Supply network:
Pins as bars on the die edge. Tap cells in gray.
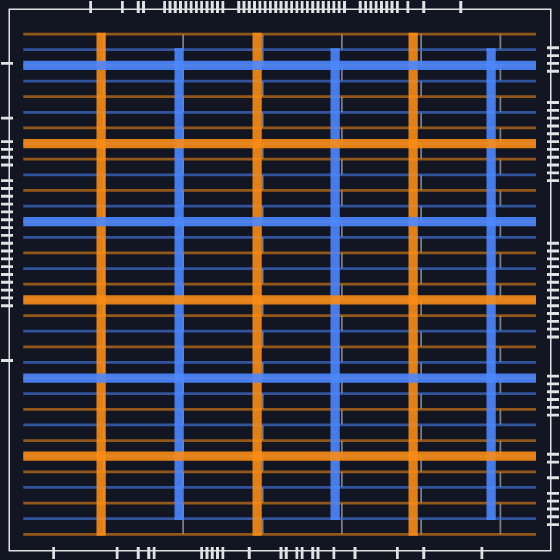
Cells colored by class:
Bar = 20 µm. Fill, decap, tap and diode cells in gray.
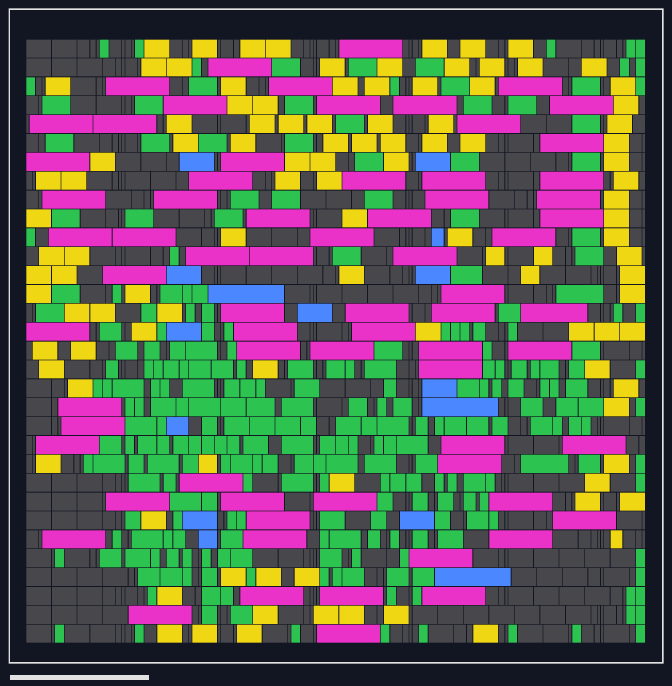
[src/rtl/snn_iris_pkg.sv]
// Shared types and default sizes for the spiking iris classifier run scheduler.
// Holds the scheduler state encoding and the default feature/count widths.
package snn_iris_pkg;

  localparam int NUM_FEATURES = 4;
  localparam int NUM_CLASSES  = 3;
  localparam int DEF_FEAT_W   = 8;
  localparam int DEF_CNT_W    = 8;

  typedef enum logic [2:0] {
    ST_IDLE,
    ST_FILL,
    ST_RUN,
    ST_DECIDE,
    ST_DONE
  } sched_state_e;

endpackage

[src/rtl/snn_argmax.sv]
// Combinational argmax over packed per-class spike counts; ties resolve to the lowest index.
// Zero latency; all_zero flags that no class produced any spike.
module snn_argmax #(
  parameter int NUM_CLASSES = 3,
  parameter int CNT_W       = 8,
  localparam int CLS_W      = $clog2(NUM_CLASSES)
) (
  input  logic [NUM_CLASSES*CNT_W-1:0] counts,
  output logic [CLS_W-1:0]             win_idx,
  output logic                         all_zero
);

  logic [CNT_W-1:0] best;

  always_comb begin
    win_idx = '0;
    best    = counts[CNT_W-1:0];
    // strict compare keeps the earlier index on a tie
    for (int c = 1; c < NUM_CLASSES; c++) begin
      if (counts[c*CNT_W +: CNT_W] > best) begin
        best    = counts[c*CNT_W +: CNT_W];
        win_idx = CLS_W'(c);
      end
    end
    all_zero = (best == '0);
  end

endmodule

[src/rtl/snn_run_scheduler.sv]
// Sequences one inference: accept sample, fill network, count output spikes, pick winner, hand off.
// Result valid PD+TS+2 cycles after accept and held until out_ready; SNN_SCHED_STATS_EN adds stat counters.
module snn_run_scheduler
  import snn_iris_pkg::*;
#(
  parameter int TIME_STEPS     = 64,
  parameter int PIPELINE_DEPTH = 8,
  parameter int NUM_CLASSES    = snn_iris_pkg::NUM_CLASSES,
  parameter int CNT_W          = DEF_CNT_W,
  parameter int FEAT_W         = DEF_FEAT_W
) (
  input  logic                             clk,
  input  logic                             reset_n,
  input  logic                             in_valid,
  output logic                             in_ready,
  input  logic [NUM_FEATURES*FEAT_W-1:0]   in_features,
  input  logic                             abort,
  output logic [NUM_FEATURES*FEAT_W-1:0]   net_features,
  output logic                             layer_reset,
  output logic                             count_enable,
  input  logic [NUM_CLASSES-1:0]           out_spikes,
  output logic                             out_valid,
  input  logic                             out_ready,
  output logic [$clog2(NUM_CLASSES)-1:0]   out_class,
  output logic [NUM_CLASSES*CNT_W-1:0]     out_counts,
  output logic                             no_spike,
  output logic                             busy,
  output logic [15:0]                      stat_samples,
  output logic [15:0]                      stat_stalls
);

  localparam int CLS_W  = $clog2(NUM_CLASSES);
  localparam int PH_MAX = (TIME_STEPS > PIPELINE_DEPTH) ? TIME_STEPS : PIPELINE_DEPTH;
  localparam int PH_W   = $clog2(PH_MAX);

  sched_state_e                 state_q, state_d;
  logic [PH_W-1:0]              phase_q;
  logic [NUM_CLASSES*CNT_W-1:0] cnt_q;
  logic                         accept, phase_last, abort_run, handshake;
  logic [CLS_W-1:0]             win_idx;
  logic                         all_zero;

  // layer_reset doubles as the post-reset guard so in_ready rises one edge after release
  always_comb begin
    in_ready     = (state_q == ST_IDLE) && !layer_reset;
    count_enable = (state_q == ST_RUN);
    busy         = (state_q != ST_IDLE);
    out_valid    = (state_q == ST_DONE) && !abort;
    accept       = in_valid && in_ready;
    abort_run    = abort && (state_q != ST_IDLE);
    handshake    = out_valid && out_ready;
    phase_last   = 1'b0;
    if (state_q == ST_FILL)
      phase_last = (phase_q == PH_W'(PIPELINE_DEPTH - 1));
    else if (state_q == ST_RUN)
      phase_last = (phase_q == PH_W'(TIME_STEPS - 1));

    state_d = state_q;
    case (state_q)
      ST_IDLE:   if (accept)     state_d = ST_FILL;
      ST_FILL:   if (phase_last) state_d = ST_RUN;
      ST_RUN:    if (phase_last) state_d = ST_DECIDE;
      ST_DECIDE:                 state_d = ST_DONE;
      ST_DONE:   if (handshake)  state_d = ST_IDLE;
      default:                   state_d = ST_IDLE;
    endcase
    if (abort_run)
      state_d = ST_IDLE;
  end

  always_ff @(posedge clk or negedge reset_n) begin
    if (!reset_n) begin
      state_q      <= ST_IDLE;
      phase_q      <= '0;
      layer_reset  <= 1'b1;
      net_features <= '0;
      out_class    <= '0;
      no_spike     <= 1'b0;
    end else begin
      state_q     <= state_d;
      layer_reset <= accept;
      if ((state_q == ST_FILL || state_q == ST_RUN) && state_d == state_q)
        phase_q <= phase_q + PH_W'(1);
      else
        phase_q <= '0;
      if (accept)
        net_features <= in_features;
      if (state_q == ST_DECIDE) begin
        out_class <= win_idx;
        no_spike  <= all_zero;
      end
    end
  end

  always_ff @(posedge clk or negedge reset_n) begin
    if (!reset_n) begin
      cnt_q <= '0;
    end else if (accept) begin
      cnt_q <= '0;
    end else if (count_enable) begin
      for (int c = 0; c < NUM_CLASSES; c++) begin
        if (out_spikes[c] && (cnt_q[c*CNT_W +: CNT_W] != {CNT_W{1'b1}}))
          cnt_q[c*CNT_W +: CNT_W] <= cnt_q[c*CNT_W +: CNT_W] + CNT_W'(1);
      end
    end
  end

  assign out_counts = cnt_q;

  snn_argmax #(
    .NUM_CLASSES (NUM_CLASSES),
    .CNT_W       (CNT_W)
  ) u_argmax (
    .counts   (cnt_q),
    .win_idx  (win_idx),
    .all_zero (all_zero)
  );

`ifdef SNN_SCHED_STATS_EN
  logic [15:0] samples_q, stalls_q;

  always_ff @(posedge clk or negedge reset_n) begin
    if (!reset_n) begin
      samples_q <= '0;
      stalls_q  <= '0;
    end else begin
      if (handshake)
        samples_q <= samples_q + 16'd1;
      if (state_q == ST_DONE && !out_ready && stalls_q != 16'hFFFF)
        stalls_q <= stalls_q + 16'd1;
    end
  end

  assign stat_samples = samples_q;
  assign stat_stalls  = stalls_q;
`else
  assign stat_samples = '0;
  assign stat_stalls  = '0;
`endif

endmodule

[config.mk]
export PLATFORM = sky130hd
export DESIGN_NAME = snn_run_scheduler
export DESIGN_NICKNAME = d
export VERILOG_FILES = /design/src/rtl/snn_iris_pkg.sv /design/src/rtl/snn_argmax.sv /design/src/rtl/snn_run_scheduler.sv
export SDC_FILE = /design/constraint.sdc
export NUM_CORES = 1
export LEC_CHECK = 0
export CORE_MARGIN = 2
export CORE_UTILIZATION = 46
export DETAILED_ROUTE_END_ITERATION = 10
export MAX_ROUTING_LAYER = met4
export PLACE_DENSITY = 0.9
export SYNTH_ARGS = -nofsm -noshare
export SYNTH_HDL_FRONTEND = slang
export SYNTH_SLANG_ARGS = --single-unit
[constraint.sdc]
create_clock -name clk -period 4.9 [get_ports clk]
set_input_delay 0.98 -clock clk [delete_from_list [all_inputs] [get_ports clk]]
set_output_delay 0.98 -clock clk [all_outputs]
set_load 0.005 [all_outputs]
==> metrics.yaml <==
setup_violations: 0
htree_levels: 3
via_per_inst: 5.18
skew_ns: 0.00583
r2r_cells: 14
diodes: 0
ys_cells: 342
slew_headroom_pct: 42.8
slowest_delay_ns: 0.56
drive_gt1_share_pct: 12.6
ctsHoldBuffers: 0
grt_antenna_before_repair: 0
cts_buffers: 9
cp_slowest_cell: "clkdlybuf4s50_1"
power.leakage_nw: 2.22
rows: 32
grt_pass1_vias: 2901
cts.clk_slew.worst_paths_ns: 0.07
grt-ovfl-total: 0
clkLatencyLatePin_ns: 0.34
status: "complete, no violations"
firstDrtPassIters: 4
dr.first_iter.drc_count: 89
track_usage_pct: 20.2
portBuffers: 103
path_cells: "clkdlybuf4s50_1 > nor4b_1 > clkdlybuf4s50_1"
clkSinkCount: 69
path_max_fanout: 6
slew_violations: 0
regArea_um2: 1730
p_per_area_nw_per_um2: 396
synth_area_per_cell_um2: 10.9
hold_depth: 1
wl_mm: 8.50
tns_ns: 0
synthToLayoutAreaGrowth_pct: 33.2
reg2reg_to: "out_class[1]"
synthesis.area_um2: 3720
reg2reg_from: "out_counts[1]"
cp-endpoint: "out_valid"
rsz0062_at_grt: "no"
fp_util_pct: 47.9
post_dp_cell_area_um2: 4720
max_freq_mhz: 298
cts_setup_buffers: 0
ant_nets: 0
cp-startpoint: "abort"
dpl.hpwl_mm: 6.24
## Picture notes: 'supply network'
Blue marks VDD. Orange marks VSS.
6 straps on met4. The core has 32 rows.
die height: 94.0 µm
Core Box Area: 7770 µm²

## Picture notes: 'cells colored by class'
Magenta marks flip-flops, cells 69, share of their area 36%. Yellow marks other buffers and delay cells, cells 107, share of their area 22%. Green marks all other logic, cells 262, share of their area 38%. Blue marks clock drivers and dummy loads, cells 15, share of their area 4.9%.
design area: 4960 µm²
final core utilization: 63.8%

## logic make-up after synthesis
| logic type | synth area share [%] |
|---|---|
| fa+ha+maj | 6.72 |
| simple gates | 13.7 |
| flops | 46.4 |
| xor+xnor | 5.65 |
| other cells | 0.101 |
| buf+inv | 9.41 |
| compound gates | 5.01 |
| mux | 13.0 |
## layer usage
layer / vias to the layer above / share of wire [%] / wire length (µm) / global-route usage, %
met3: 7 / 5.4 / 461 / 3.77
met1: 1427 / 42 / 3560 / 24.0
li1: 1345 / - / - / -
met2: 98 / 52 / 4400 / 33.9
met4: 0 / 0.82 / 70 / 8.09
met5: - / 0 / 0 / -
## through the flow
step	hold WS (ns)	worst slack, ns	power, mW
floorplan	0.433	1.87	1.05
global placement	0.447	1.62	1.39
detailed placement	0.462	1.55	1.43
CTS	0.472	1.54	1.99
global route	0.502	1.45	2.06
finish	0.470	1.54	1.96
## flip-flops by register name, indices dropped and copies added (netlist names)
| signal | flops |
|---|---|
| layer_reset | 1 |
| net_features | 32 |
| no_spike | 1 |
| out_class | 2 |
| out_counts | 24 |
| phase_q | 6 |
| state_q | 3 |
## cells in the mapped netlist
library cell | number | area, µm²
a21oi_1 | 10 | 50.1
a22oi_1 | 2 | 15.0
a31oi_1 | 1 | 6.26
and3_1 | 4 | 25.0
and3b_1 | 1 | 8.76
buf_1 | 1 | 3.75
buf_2 | 4 | 20.0
buf_4 | 36 | 270
buf_6 | 1 | 11.3
conb_1 | 1 | 3.75
dfrtp_1 | 68 | 1700
dfstp_2 | 1 | 26.3
ha_1 | 20 | 250
inv_1 | 12 | 45.0
mux2_1 | 3 | 33.8
mux2_2 | 31 | 349
mux2i_1 | 10 | 100
nand2_1 | 17 | 63.8
nand3_1 | 9 | 45.0
nand4_1 | 12 | 75.1
nor2_1 | 40 | 150
nor2b_1 | 4 | 25.0
nor3b_2 | 1 | 12.5
nor3b_4 | 1 | 18.8
nor4_1 | 8 | 50.1
nor4b_1 | 1 | 8.76
o211a_1 | 1 | 10.0
o211ai_1 | 2 | 15.0
o21a_1 | 1 | 7.51
o21ai_0 | 5 | 25.0
o21ai_2 | 1 | 8.76
o22ai_1 | 1 | 6.26
o311a_1 | 1 | 10.0
o31a_1 | 1 | 8.76
o31ai_1 | 2 | 15.0
o32ai_1 | 1 | 8.76
or3_1 | 1 | 6.26
or3_4 | 1 | 11.3
or4b_2 | 1 | 10.0
xnor2_1 | 14 | 123
xor2_1 | 10 | 87.6
## report_power, final
part / leakage (nW) / switching [mW] / internal, mW / total, mW
logic: 1.22 / 0.204 / 0.407 / 0.611
clock network: 0.116 / 0.219 / 0.336 / 0.555
registers: 0.884 / 0.0823 / 0.715 / 0.798
## worst max-delay path: cells and delay by family
kind | cells | cell delay (ns)
buffers and inverters | 2 | 1.07
AND/OR/NAND/NOR | 1 | 0.33
## layout make-up
| type | count | area share, % |
|---|---|---|
| clock buffer | 9 | 2.50 |
| tap | 102 | 2.57 |
| timing repair buffer | 107 | 21.3 |
| clock inverter | 6 | 2.25 |
| sequential | 69 | 34.8 |
| inverter | 12 | 0.908 |
| multi-input combinational | 250 | 35.6 |
Power is estimated from default activity; no workload was simulated.
